File: config.mk
export PLATFORM = sky130hd
export DESIGN_NAME = seq_chunk_adder
export DESIGN_NICKNAME = d
export VERILOG_FILES = /design/src/rtl/seq_chunk_adder.sv
export SDC_FILE = /design/constraint.sdc
export NUM_CORES = 1
export LEC_CHECK = 0
export ABC_AREA = 1
export CAP_MARGIN = 20
export CORE_MARGIN = 4
export CORE_UTILIZATION = 56
export DETAILED_ROUTE_END_ITERATION = 6
export PLACE_DENSITY = 0.85
export SLEW_MARGIN = 5
export SYNTH_ARGS = -nofsm -noshare
export SYNTH_HDL_FRONTEND = slang
export SYNTH_SLANG_ARGS = --single-unit
File: constraint.sdc
create_clock -name clk -period 3.2 [get_ports clk]
set_clock_uncertainty 0.1 [all_clocks]
set_input_delay 0.8 -clock clk [delete_from_list [all_inputs] [get_ports clk]]
set_output_delay 0.8 -clock clk [all_outputs]
set_load 0.02 [all_outputs]
File: src/rtl/seq_chunk_adder.sv
// seq_chunk_adder: multi-cycle add/sub, CHUNK bits per clock.
// Ports: clk, rst_n, start/a/b/c_in/sub in; ready/busy/done, sum/c_out/ovf out.
module seq_chunk_adder #(
    parameter int WIDTH = 32,
    parameter int CHUNK = 8
) (
    input  logic             clk,
    input  logic             rst_n,
    input  logic             start,
    input  logic [WIDTH-1:0] a,
    input  logic [WIDTH-1:0] b,
    input  logic             c_in,
    input  logic             sub,
    output logic             ready,
    output logic             busy,
    output logic             done,
    output logic [WIDTH-1:0] sum,
    output logic             c_out,
    output logic             ovf
);

    localparam int NCHUNK = WIDTH / CHUNK;
    localparam int IDXW   = (NCHUNK > 1) ? $clog2(NCHUNK) : 1;

    typedef enum logic [1:0] {
        S_IDLE = 2'd0,
        S_RUN  = 2'd1,
        S_DONE = 2'd2
    } state_t;

    state_t            state;
    state_t            state_nx;
    logic [WIDTH-1:0]  a_r;
    logic [WIDTH-1:0]  b_r;
    logic [WIDTH-1:0]  part_r;
    logic              carry;
    logic [IDXW-1:0]   idx;

    logic              accept;
    logic              last;
    logic [CHUNK:0]    add;
    logic [WIDTH-1:0]  p_ext;
    logic [WIDTH-1:0]  part_nx;
    logic              ovf_nx;

    assign accept = start & (state != S_RUN);
    assign last   = (idx == IDXW'(NCHUNK - 1));

    // Operands shift right each cycle so the active chunk is always
    // the low CHUNK bits; finished chunks enter the shadow from the top.
    assign add = {1'b0, a_r[CHUNK-1:0]}
               + {1'b0, b_r[CHUNK-1:0]}
               + {{CHUNK{1'b0}}, carry};

    assign p_ext   = WIDTH'(add[CHUNK-1:0]) << (WIDTH - CHUNK);
    assign part_nx = p_ext | (part_r >> CHUNK);

    // Carry into the MSB recovered from the MSB sum bit.
    assign ovf_nx = a_r[CHUNK-1] ^ b_r[CHUNK-1]
                  ^ add[CHUNK-1] ^ add[CHUNK];

    always_comb begin
        state_nx = state;
        unique case (state)
            S_IDLE: if (start) state_nx = S_RUN;
            S_RUN:  if (last)  state_nx = S_DONE;
            S_DONE: state_nx = start ? S_RUN : S_IDLE;
            default: state_nx = S_IDLE;
        endcase
    end

    always_ff @(posedge clk or negedge rst_n) begin
        if (!rst_n) begin
            state <= S_IDLE;
        end else begin
            state <= state_nx;
        end
    end

    always_ff @(posedge clk or negedge rst_n) begin
        if (!rst_n) begin
            a_r    <= '0;
            b_r    <= '0;
            part_r <= '0;
            carry  <= 1'b0;
            idx    <= '0;
            sum    <= '0;
            c_out  <= 1'b0;
            ovf    <= 1'b0;
        end else if (accept) begin
            a_r    <= a;
            b_r    <= sub ? ~b : b;
            carry  <= sub ? 1'b1 : c_in;
            idx    <= '0;
        end else if (state == S_RUN) begin
            a_r    <= a_r >> CHUNK;
            b_r    <= b_r >> CHUNK;
            part_r <= part_nx;
            carry  <= add[CHUNK];
            idx    <= idx + IDXW'(1);
            if (last) begin
                sum   <= part_nx;
                c_out <= add[CHUNK];
                ovf   <= ovf_nx;
            end
        end
    end

    assign ready = (state != S_RUN);
    assign busy  = (state == S_RUN);
    assign done  = (state == S_DONE);

endmodule

==> run_1/cell_classes.png <==
Fill, decap, tap and diode cells in grey.
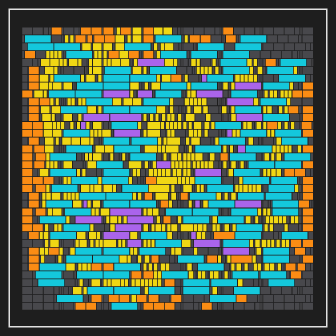
Yellow is all other logic, cells 468, share of their area 33%. Orange is other buffers and delay cells, cells 113, share of their area 16%. Purple is clock drivers and dummy loads, cells 28, share of their area 7.5%. Cyan is flip-flops, cells 127, share of their area 44%.
Seq/total area: 43.1%
fin util: 74.7%

==> run_1/metal_stack.png <==
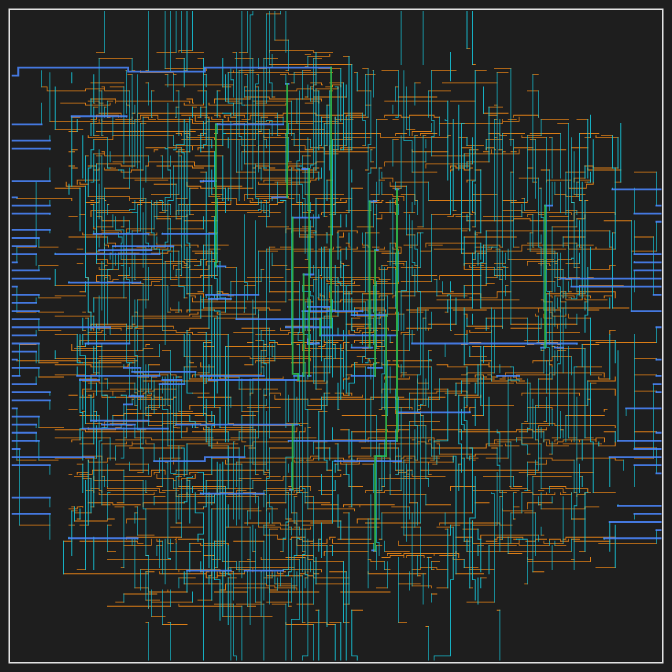
Green is met4, wire length 333 um. Orange is met1, wire length 5370 um. Blue is met3, wire length 807 um. Cyan is met2, wire length 6670 um.
total track usage: 23.7%
DRT Wirelength: 13.2 mm

==> GITHUB_STEP_SUMMARY, run 1 <==
## PnR job results

| Metric | Value |
|---|---|
| R2R Setup Slk | roughly 990 ps |
| Final setup vio count | 0 |
| Met3 Track Usage GR | 4.62% |
| Ao+oa area frac | 12.4% |
| Hold buffer count at cts | 0 |
| Grt total ovfl | 0 |
| Max Cap Viol | 0 |
| Arrival time worst endpoint | 1730 ps |
| WS Path Type | flip-flop to output port |
| Final net count | ~800 |
| DIE HEIGHT | 109 um |
| WP depth | 2 |
| Taps Inserted | 133 |
| Signal inverters | around 84 |
| Placed Cells | 841 |
| Synth top area cells | dfrtp_1 (55%), nand2_1 (13%), inv_1 (5.2%) |
| Fin. max-slew vios | 0 |
| Worst Setup End Kind | output port |
| FFs w/ async S/R, synth | 100% |
| R2R Path Start | a_r[0] |
| CTS root buf | clkbuf_8 |
| Clk pwr share | a little under a quarter |
| Post-Synth XOR/XNOR Area | 4.12% |
| DRT Pass-1 Iters | 5 |
| Final-layout fill cell count | 683 |
| Biggest Area Class | flip-flops and latches |
| Most instantiated cells after synthesis | nand2_1 (201), dfrtp_1 (127), inv_1 (80) |
| CP Cell Sequence | nand2_2 -> clkdlybuf4s50_1 |
| Number of enable flip-flop cells | 0 |
| Routability congestion estimate | 0.843 |
| CTS tree | yes |
| Leakage | 3.53 nW |
| Core Util at FP | 58.2% |
| Worst Max-Slew Pin Slew | between 800 and 900 ps |
| Critical R2R Capture | ovf |
| Max incr delay on CP | approximately 700 ps |
| Critical path capture point | ready |
| Post-DRT Antenna Nets | 0 |
| Pwr Total | around 7.5 mW |
| CTS H-tree lvls | 4 |
| Die width | 109 um |
| Fin Hold WS | about 180 ps |
| Worst-path clk slew | 50 ps |
| Sequential power | 2.69 mW |
| Status | completed |
| Comb. pwr | 2.99 mW |
| Placed Area | just under 0.007 mm^2 |
| Busiest grt layer | met2 |
| Global-route wire length before repair | 21.9 mm |
| Top-count cell post-synth | nand2_1 |
| # port buffers | 105 |
| Initial antenna violation count | 0 |
| R2R depth | 10 |
| Via Count | 4665 |
| Most frequent cells in the layout | nand2_1 (201), dfrtp_1 (127), clkdlybuf4s50_1 (103) |
| Clock-cell share | about 7.3% |
| GR Layer Usage met1 | 30.5% |
| Largest net degree at the start of global routing | slightly above 80 |
| Yosys Chip Area | roughly 0.0057 mm^2 |
| Critical path buffer and inverter count | 1 |
| Sequential Power Share | 36.1% |
| Sw Share | 37.8% |
| Routed wl met3 | 806 um |
| Logic share of the area | roughly 28% |
| Post-synth regs | 127 |
| N_diodes | 0 |
| Non-clock buffering overhead | 15.3% |
| Setup TNS | 0 ps |
| FF/Latch Area | 0.00318 mm^2 |
| Seq share, synth | between 50% and 60% |
| Final Hold Violation Tally | 0 |
==> run_1/drive_strength.png <==
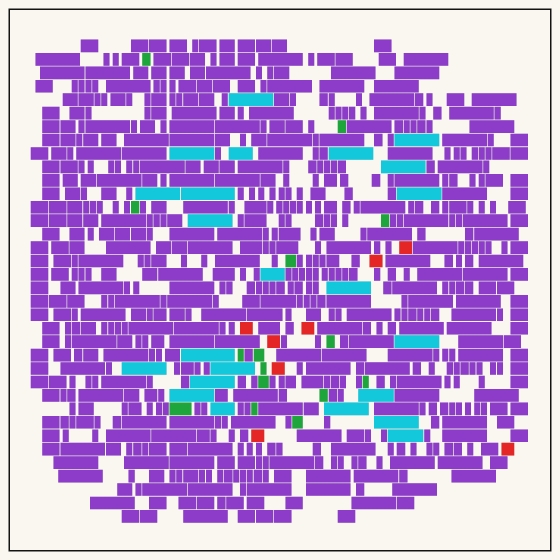
Purple is drive 1 or less, cells 690, share 94%. Cyan is drive 6 and up, cells 23, share 3.1%. Green is drive 2, cells 15, share 2.0%. Red is drive 3 to 4, cells 8, share 1.1%.
fin area: 0.00737 mm^2
post-layout worst setup margin: 572 ps

==> run_1/final_placement.png <==
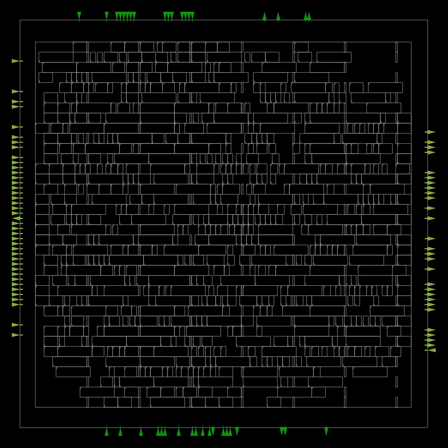
core area: 0.00986 mm^2
Rows: 36
Flop Count: 127

==> run 1 -> run 2 <==
- CORE_UTILIZATION: 56 -> 47
- PLACE_DENSITY: 0.85 -> 0.76
- clock period: 3.2 -> 2.14 ns (I/O delays scaled with it)
==> GITHUB_STEP_SUMMARY, run 2 <==
## PnR job results

| Metric | Value |
|---|---|
| Worst Max-Slew Pin Slew | 446 ps |
| R2R Path Start | a_r[0] |
| # port buffers | 105 |
| Seq share, synth | approximately 55% |
| CTS tree | yes |
| Flop Count | 127 |
| Biggest Area Class | flip-flops and latches |
| Clk pwr share | 28.8% |
| Fin area | 0.00767 mm^2 |
| Total track usage | 19.6% |
| DRT Pass-1 Iters | 5 |
| Via Count | around 4500 |
| Initial antenna violation count | 0 |
| Status | completed |
| R2R depth | 10 |
| Met3 Track Usage GR | under 10% |
| Most frequent cells in the layout | nand2_1 (201), dfrtp_1 (127), clkdlybuf4s50_1 (100) |
| Sequential Power Share | 33.3% |
| Ao+oa area frac | about 12% |
| Taps Inserted | 147 |
| Busiest grt layer | met2 |
| Sw Share | 35.5% |
| Worst Setup End Kind | output port |
| Die width | 119 um |
| Post-Synth XOR/XNOR Area | 4.12% |
| Fin util | a little under two thirds |
| Setup TNS | 0 ps |
| Number of enable flip-flop cells | 0 |
| Post-layout worst setup margin | 97.1 ps |
| Clock-cell share | around 9.3% |
| Max Cap Viol | 0 |
| WS Path Type | flip-flop to output port |
| Leakage | roughly 3.7 nW |
| WP depth | 1 |
| Final setup vio count | 0 |
| Final-layout fill cell count | 935 |
| Yosys Chip Area | 0.00574 mm^2 |
| Logic share of the area | 26.7% |
| Final net count | between 800 and 900 |
| Fin Hold WS | 368 ps |
| Arrival time worst endpoint | 1410 ps |
| Grt total ovfl | 0 |
| Global-route wire length before repair | 22.4 mm |
| Routability congestion estimate | 0.892 |
| CTS root buf | clkbuf_16 |
| Sequential power | 4.01 mW |
| Worst-path clk slew | 60 ps |
| Core Util at FP | 47.8% |
| Final Hold Violation Tally | 0 |
| Comb. pwr | ~4.6 mW |
| DRT Wirelength | 13.1 mm |
| Hold buffer count at cts | 1 |
| Placed Cells | 861 |
| Critical path buffer and inverter count | 1 |
==> run_2/cell_classes.png <==
Fill, decap, tap and diode cells in grey.
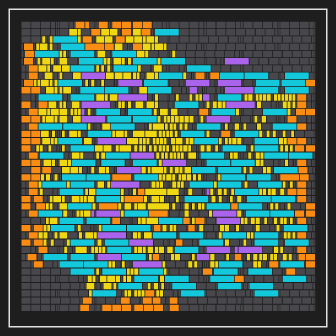
Orange is other buffers and delay cells, cells 120, share of their area 16%. Yellow is all other logic, cells 468, share of their area 32%. Cyan is flip-flops, cells 127, share of their area 42%. Purple is clock drivers and dummy loads, cells 32, share of their area 9.5%.
Rows: 40
core area: 0.0120 mm^2
Seq/total area: 41.4%

==> run 2 -> run 3 <==
- HOLD_SLACK_MARGIN: default -> 0.05
==> GITHUB_STEP_SUMMARY, run 3 <==
## PnR job results

| Metric | Value |
|---|---|
| Log Warnings | 26 |
| Post-layout worst setup margin | 97.1 ps |
| CTS root buf | clkbuf_16 |
| R2R Setup Slk | 130 ps |
| Max Cap Viol | 0 |
| RSZ-0062 raised after global routing | false |
| Clock-cell share | 9.26% |
| WP depth | 1 |
| Routed wl met3 | 660 um |
| Rows | 40 |
| Sw Share | between 30% and 40% |
| Signal inverters | 84 |
| Status | completed |
| Setup TNS | 0 ps |
| Number of cells in Yosys stat | 631 |
| DRT Wirelength | 13.1 mm |
| Final setup vio count | 0 |
| FFs w/ async S/R, synth | 100% |
| Critical R2R Capture | ovf |
| Flop Count | around 130 |
| Fin Hold WS | between 300 and 400 ps |
| Post-synth regs | 127 |
| Initial antenna violation count | 0 |
| Final Hold Violation Tally | 0 |
| Final net count | 813 |
| Ao+oa area frac | 12.4% |
| Placed Cells | 861 |
| Fin util | 63.9% |
| Fin. max-slew vios | 0 |
| FF/Latch Area | 0.00318 mm^2 |
| Fin area | 0.00767 mm^2 |
| Biggest Area Class | flip-flops and latches |
| Leakage | 3.65 nW |
| GR Layer Usage met1 | 26.1% |
| Non-clock buffering overhead | 16.0% |
| Worst Max-Slew Pin Slew | 446 ps |
| Dpl ws | 49.3 ps |
| Via Count | 4534 |
| Most frequent cells in the layout | nand2_1 (201), dfrtp_1 (127), clkdlybuf4s50_1 (100) |
| CP Cell Sequence | clkdlybuf4s50_1 |
| Clk pwr share | 28.8% |
| Pwr Total | roughly 12 mW |
| Met3 Track Usage GR | 4.69% |
| Critical path buffer and inverter count | 1 |
| Core Util at FP | 47.8% |
| Placed Area | 0.00695 mm^2 |
| WS Path Type | flip-flop to output port |
| Sequential power | 4.01 mW |
| Core area | 0.0120 mm^2 |
| Sequential Power Share | 33.3% |
| Routability congestion estimate | 0.892 |
| Arrival time worst endpoint | 1410 ps |
| DRT Pass-1 Iters | 5 |
| Max incr delay on CP | 620 ps |
| Comb. pwr | 4.55 mW |
| Global-route wire length before repair | between 20 and 25 mm |
| CTS tree | yes |
| R2R depth | 10 |
| Post-Synth XOR/XNOR Area | under 10% |
| R2R Path Start | a_r[0] |
| Worst Setup End Kind | output port |
| DIE HEIGHT | 119 um |
| CTS H-tree lvls | 4 |
| Final-layout fill cell count | around 940 |
| Top-count cell post-synth | nand2_1 |
| Critical path capture point | sum[30] |
| Busiest grt layer | met2 |
| Taps Inserted | about 150 |
| N_diodes | 0 |
| Total track usage | 19.6% |
==> run_3/port_nets.png <==
The bar under the picture is 20 um long.
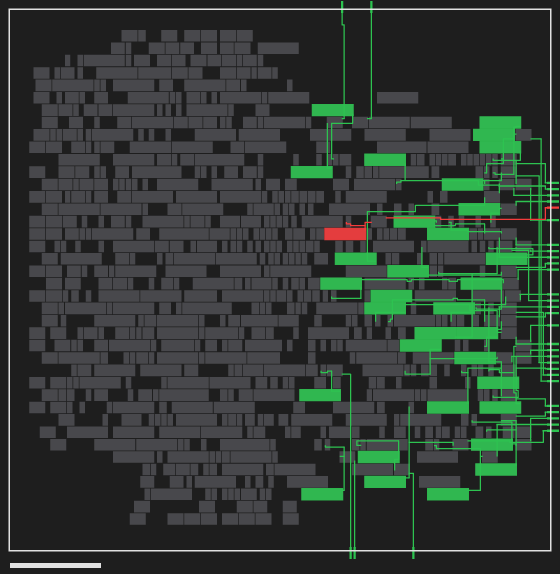
Red is `c_out`, direction output, edge right, end cells 1, buffers 1, wire 46.4 um. Green is `sum`, direction output, edge 27 right, 3 bottom, 2 top, end cells 32, buffers 32, wire 1130 um.
Ports: 106
# port buffers: 105

Power and IR drop assume default switching activity.
